$ cat config.mk
export PLATFORM = sky130hd
export DESIGN_NAME = ram4k9_port_arbiter
export DESIGN_NICKNAME = d
export VERILOG_FILES = /design/src/rtl/ram4k9_pkg.sv /design/src/rtl/ram4k9_port_arbiter_rr_arb2.sv /design/src/rtl/ram4k9_port_arbiter.sv
export SDC_FILE = /design/constraint.sdc
export NUM_CORES = 1
export LEC_CHECK = 0
export CAP_MARGIN = 10
export CORE_MARGIN = 5
export CORE_UTILIZATION = 44
export CTS_BUF_LIST = sky130_fd_sc_hd__clkbuf_8 sky130_fd_sc_hd__clkbuf_16
export DETAILED_ROUTE_END_ITERATION = 8
export PLACE_DENSITY_LB_ADDON = 0.1
export SETUP_SLACK_MARGIN = 0.02
export SLEW_MARGIN = 5
export SYNTH_ARGS = -nofsm -noshare
export SYNTH_HDL_FRONTEND = slang
export SYNTH_HIERARCHICAL = 1
export SYNTH_SLANG_ARGS = --single-unit
$ cat constraint.sdc
create_clock -name clk -period 2.3 [get_ports clk]
set_input_delay 0.69 -clock clk [delete_from_list [all_inputs] [get_ports clk]]
set_output_delay 0.69 -clock clk [all_outputs]
set_load 0.1 [all_outputs]
$ cat src/rtl/ram4k9_pkg.sv
// ============================================================================
// Module  : ram4k9_pkg
// Brief   : Shared types and constants for the RAM4K9 port arbiter.
// Revision: 1.0 - initial release
// ============================================================================
`default_nettype none

package ram4k9_pkg;

    localparam int ADDR_W_DEF = 9;
    localparam int DATA_W_DEF = 9;

    // WIDTHx1/WIDTHx0 codes for the RAM4K9 aspect ratios
    localparam logic [1:0] WIDTH_4096X1 = 2'b00;
    localparam logic [1:0] WIDTH_2048X2 = 2'b01;
    localparam logic [1:0] WIDTH_1024X4 = 2'b10;
    localparam logic [1:0] WIDTH_512X9  = 2'b11;

    typedef enum logic [1:0] {
        ST_IDLE   = 2'd0,
        ST_ACCESS = 2'd1,
        ST_WAIT   = 2'd2,
        ST_DONE   = 2'd3
    } state_t;

    function automatic logic [1:0] onehot2(input logic idx);
        return idx ? 2'b10 : 2'b01;
    endfunction

endpackage

`default_nettype wire

$ cat src/rtl/ram4k9_port_arbiter_rr_arb2.sv
// ============================================================================
// Module  : rr_arb2
// Brief   : Two-way round-robin pick with request mask and last-grant pointer.
// Revision: 1.0 - initial release
// ============================================================================
`default_nettype none

module rr_arb2 (
    input  logic       clk,
    input  logic       reset_n,
    input  logic [1:0] req_i,
    input  logic [1:0] mask_i,
    input  logic       take_i,
    output logic       valid_o,
    output logic       idx_o
);

    logic       last_q;
    logic [1:0] elig;

    assign elig = req_i & ~mask_i;

    // On a tie the requester not served last wins
    always_comb begin
        valid_o = |elig;
        idx_o   = (elig == 2'b11) ? ~last_q : elig[1];
    end

    always_ff @(posedge clk or negedge reset_n) begin
        if (!reset_n) begin
            last_q <= 1'b1;
        end else if (take_i && valid_o) begin
            last_q <= idx_o;
        end
    end

endmodule

`default_nettype wire

$ cat src/rtl/ram4k9_port_arbiter.sv
// ============================================================================
// Module  : ram4k9_port_arbiter
// Brief   : Round-robin sharing of one RAM4K9 port (512x9) between two
//           requesters. Build macro RAM4K9_PIPE_EN enables the RAM output
//           register and the extra read wait cycle.
// Revision: 1.0 - initial release
// ============================================================================
`default_nettype none

module ram4k9_port_arbiter
    import ram4k9_pkg::*;
#(
    parameter int         ADDR_W     = ADDR_W_DEF,
    parameter int         DATA_W     = DATA_W_DEF,
    parameter logic [1:0] WIDTH_CODE = WIDTH_512X9
) (
    input  logic              clk,
    input  logic              reset_n,
    input  logic              req0,
    input  logic              we0,
    input  logic [ADDR_W-1:0] addr0,
    input  logic [DATA_W-1:0] din0,
    output logic              ack0,
    output logic [DATA_W-1:0] dout0,
    input  logic              req1,
    input  logic              we1,
    input  logic [ADDR_W-1:0] addr1,
    input  logic [DATA_W-1:0] din1,
    output logic              ack1,
    output logic [DATA_W-1:0] dout1,
    output logic [ADDR_W-1:0] ram_addr,
    output logic [DATA_W-1:0] ram_din,
    input  logic [DATA_W-1:0] ram_dout,
    output logic              ram_blk,
    output logic              ram_wen,
    output logic [1:0]        ram_width,
    output logic              ram_pipe,
    output logic              ram_wmode,
    output logic              grant
);

    state_t              state_q, state_d;
    logic                grant_q, grant_d;
    logic                we_q, we_d;
    logic [ADDR_W-1:0]   ram_addr_q, ram_addr_d;
    logic [DATA_W-1:0]   ram_din_q, ram_din_d;
    logic                ram_blk_q, ram_blk_d;
    logic                ram_wen_q, ram_wen_d;
    logic [1:0]          ack_q, ack_d;
    logic [DATA_W-1:0]   dout0_q, dout0_d;
    logic [DATA_W-1:0]   dout1_q, dout1_d;

    logic [1:0]          arb_mask;
    logic                arb_take;
    logic                arb_valid;
    logic                arb_idx;

    // The requester acked in DONE is masked so the other side gets the port
    assign arb_mask = (state_q == ST_DONE) ? onehot2(grant_q) : 2'b00;
    assign arb_take = arb_valid && ((state_q == ST_IDLE) || (state_q == ST_DONE));

    rr_arb2 u_rr_arb2 (
        .clk     (clk),
        .reset_n (reset_n),
        .req_i   ({req1, req0}),
        .mask_i  (arb_mask),
        .take_i  (arb_take),
        .valid_o (arb_valid),
        .idx_o   (arb_idx)
    );

    always_ff @(posedge clk or negedge reset_n) begin
        if (!reset_n) begin
            state_q <= ST_IDLE;
        end else begin
            state_q <= state_d;
        end
    end

    always_comb begin
        state_d = state_q;
        case (state_q)
            ST_IDLE:   if (arb_valid) state_d = ST_ACCESS;
`ifdef RAM4K9_PIPE_EN
            ST_ACCESS: state_d = we_q ? ST_DONE : ST_WAIT;
`else
            ST_ACCESS: state_d = ST_DONE;
`endif
            ST_WAIT:   state_d = ST_DONE;
            ST_DONE:   state_d = arb_valid ? ST_ACCESS : ST_IDLE;
            default:   state_d = ST_IDLE;
        endcase
    end

    always_comb begin
        grant_d    = grant_q;
        we_d       = we_q;
        ram_addr_d = ram_addr_q;
        ram_din_d  = ram_din_q;
        ram_blk_d  = 1'b1;
        ram_wen_d  = 1'b1;
        ack_d      = 2'b00;
        dout0_d    = dout0_q;
        dout1_d    = dout1_q;

        if (arb_take) begin
            grant_d    = arb_idx;
            we_d       = arb_idx ? we1   : we0;
            ram_addr_d = arb_idx ? addr1 : addr0;
            ram_din_d  = arb_idx ? din1  : din0;
            ram_blk_d  = 1'b0;
            ram_wen_d  = arb_idx ? ~we1  : ~we0;
        end

        if (((state_q == ST_ACCESS) || (state_q == ST_WAIT)) && (state_d == ST_DONE)) begin
            ack_d[grant_q] = 1'b1;
        end

        if ((state_q == ST_DONE) && !we_q) begin
            if (grant_q) dout1_d = ram_dout;
            else         dout0_d = ram_dout;
        end
    end

    always_ff @(posedge clk or negedge reset_n) begin
        if (!reset_n) begin
            grant_q    <= 1'b0;
            we_q       <= 1'b0;
            ram_addr_q <= '0;
            ram_din_q  <= '0;
            ram_blk_q  <= 1'b1;
            ram_wen_q  <= 1'b1;
            ack_q      <= 2'b00;
            dout0_q    <= '0;
            dout1_q    <= '0;
        end else begin
            grant_q    <= grant_d;
            we_q       <= we_d;
            ram_addr_q <= ram_addr_d;
            ram_din_q  <= ram_din_d;
            ram_blk_q  <= ram_blk_d;
            ram_wen_q  <= ram_wen_d;
            ack_q      <= ack_d;
            dout0_q    <= dout0_d;
            dout1_q    <= dout1_d;
        end
    end

    // Read data is forwarded straight from the RAM during the ack cycle
    assign dout0 = (ack_q[0] && !we_q) ? ram_dout : dout0_q;
    assign dout1 = (ack_q[1] && !we_q) ? ram_dout : dout1_q;
    assign ack0  = ack_q[0];
    assign ack1  = ack_q[1];

    assign ram_addr  = ram_addr_q;
    assign ram_din   = ram_din_q;
    assign ram_blk   = ram_blk_q;
    assign ram_wen   = ram_wen_q;
    assign ram_width = WIDTH_CODE;
    assign ram_wmode = 1'b0;
    assign grant     = grant_q;
`ifdef RAM4K9_PIPE_EN
    assign ram_pipe  = 1'b1;
`else
    assign ram_pipe  = 1'b0;
`endif

endmodule

`default_nettype wire

==> impl_metrics.json <==
{
  "worst_pin_slew_ns": 1.06,
  "crit_start": "we_q",
  "post-synth-top-area-cell": "dfrtp_1",
  "ant_nets": 0,
  "top_usage_layer": "met2",
  "hold_ws_ns": 0.333,
  "criticalPathCategory": "flop to primary output",
  "finalCritPeriodShare": 0.968,
  "topCombFamilyByArea": "multiplexers",
  "status": "finished, final reports clean",
  "clock_path_buffers": 2,
  "cts-hold-fix-buffers": 0,
  "worstSkewPairLatency_ns": 0.29,
  "grt_max_degree": 29,
  "synthAoiAreaFrac": 0.0123,
  "grt_setup_unrepaired": "false",
  "dp_hpwl_mm": 3.94,
  "logic_gates": 99,
  "yosysTopAreaCellShare": 0.431,
  "nNonClkInverters": 5,
  "synth_cell_types": 23,
  "skew_ns": 0.00741,
  "drt_iter0_drc": 21,
  "worst-endpoint-arrival_ns": 1.54,
  "buffers": 110,
  "fillers": 393,
  "avgSynthCellArea_sq_um": 15.3,
  "warning_count": 27,
  "logic_area_sq_mm": 0.00126,
  "flop_area_sq_mm": 0.00114,
  "drc": 0,
  "numClockSinks": 45,
  "grtUsageMet2": 0.257,
  "topCellsByArea": "dfrtp_1 (43%), mux2_4 (25%), mux2_2 (13%)",
  "critPathBufInv": 2,
  "ys_sh_simple": 0.0472,
  "crit_slowest_cell": "dfrtp_1",
  "dr_wl_met2_mm": 2.68,
  "drive_gt1_frac": 0.562,
  "hold_path.class": "primary input to async pin",
  "antenna_found_initial": 0,
  "drv_cap": 0,
  "crit_fanout": 7,
  "cts_tree": "yes",
  "finalSetupViolations": 0,
  "postLayoutCoreUtil": 0.708,
  "fmax_mhz": 449,
  "path_delay_family": "flip-flops",
  "drtPass1Iterations": 4,
  "antenna_cells": 0,
  "wl_met3_microns": 281,
  "slowest_delay_ns": 0.43,
  "mux_share": 0.412,
  "grt_pass1_wl_mm": 8.24,
  "r2r_start": "state_q[0]",
  "crit_path_start_kind": "flop",
  "die_w_microns": 84.5,
  "syn-cell-area_sq_mm": 0.00244,
  "initCoreUtil": 0.449,
  "top_area_cell_class": "logic gates",
  "flops": 45,
  "required_ns": 1.61,
  "path_clk_slew_ns": 0.08,
  "cpMostUsedCell": "buf_12",
  "final_area_sq_mm": 0.00385,
  "routed.top_layer": "met4",
  "path_cells": "nand2b_4 -> buf_12 -> mux2_4 -> buf_12",
  "wl_per_cell_microns": 15.1,
  "grt_pass1_vias": 1662,
  "final-clk-cell-share": 0.0280,
  "grt_overflow_total": 0
}
-- Yosys cell counts --
cell / count
dfrtp_1: 42
mux2_4: 40
mux2_2: 28
mux2_1: 8
buf_6: 6
inv_1: 5
buf_4: 4
nor2b_1: 4
dfstp_2: 3
and2_1: 2
buf_2: 2
conb_1: 2
ha_1: 2
nand2b_4: 2
a31oi_1: 1
nand2_1: 1
nand2b_1: 1
nand3b_1: 1
nand3b_4: 1
nor3b_2: 1
o21ai_0: 1
o2bb2ai_1: 1
o32a_1: 1
-- path summary, 6_finish.rpt --
path	slack (ns)	endpoint	cells past startpoint
min in group clk	0.51	dout1_q[4]	1
max in group asynchronous	1.40	u_rr_arb2/last_q	2
max	0.07	dout0[8]	4
max reg2reg	0.19	we_q	7
min reg2reg	0.51	dout1_q[4]	1
min	0.33	dout0_q[4]	1
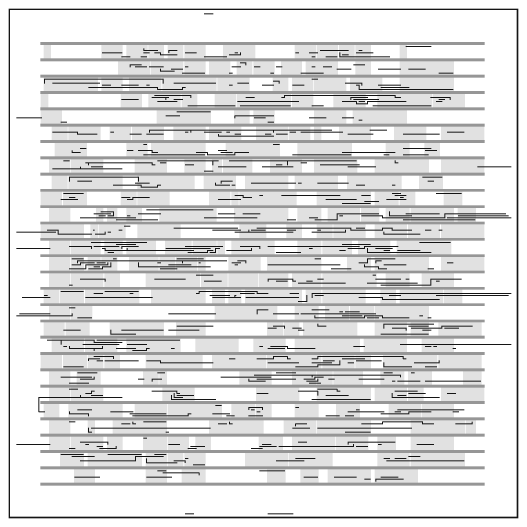
(M1 wires)
Scale: 6 px per micron. Supply wires on this layer in gray. Cells faint in the background.
share of all routed wire: 41%
main direction: horizontal
Post-Route WL: 5.10 mm
vias: 1594
met1 usage: 0.172

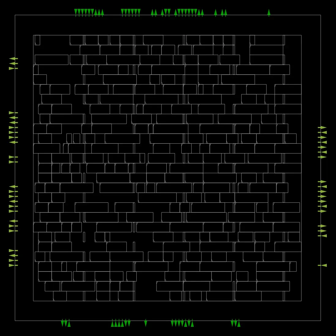
(cell placement)
FP Rows: 27
tap cells: 72
Seq area share: 0.295
final non-filler cell total: 339
core area: 0.00544 sq mm

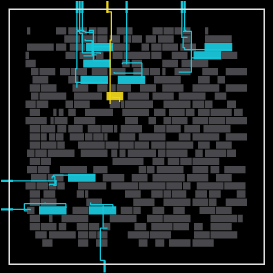
(I/O nets highlighted)
Scale: 3 px per micron.
legend:
  ram_addr:
    color: cyan
    bits: 9
    direction: output
    edge: 6 north, 2 west, 1 south
    end_cells: 9
    buffers: 9
    wire: 310 microns
  we1:
    color: yellow
    bits: 1
    direction: input
    edge: north
    end_cells: 1
    buffers: 1
    wire: 36.6 microns
# port buffers: 91
I/O pin count: 96

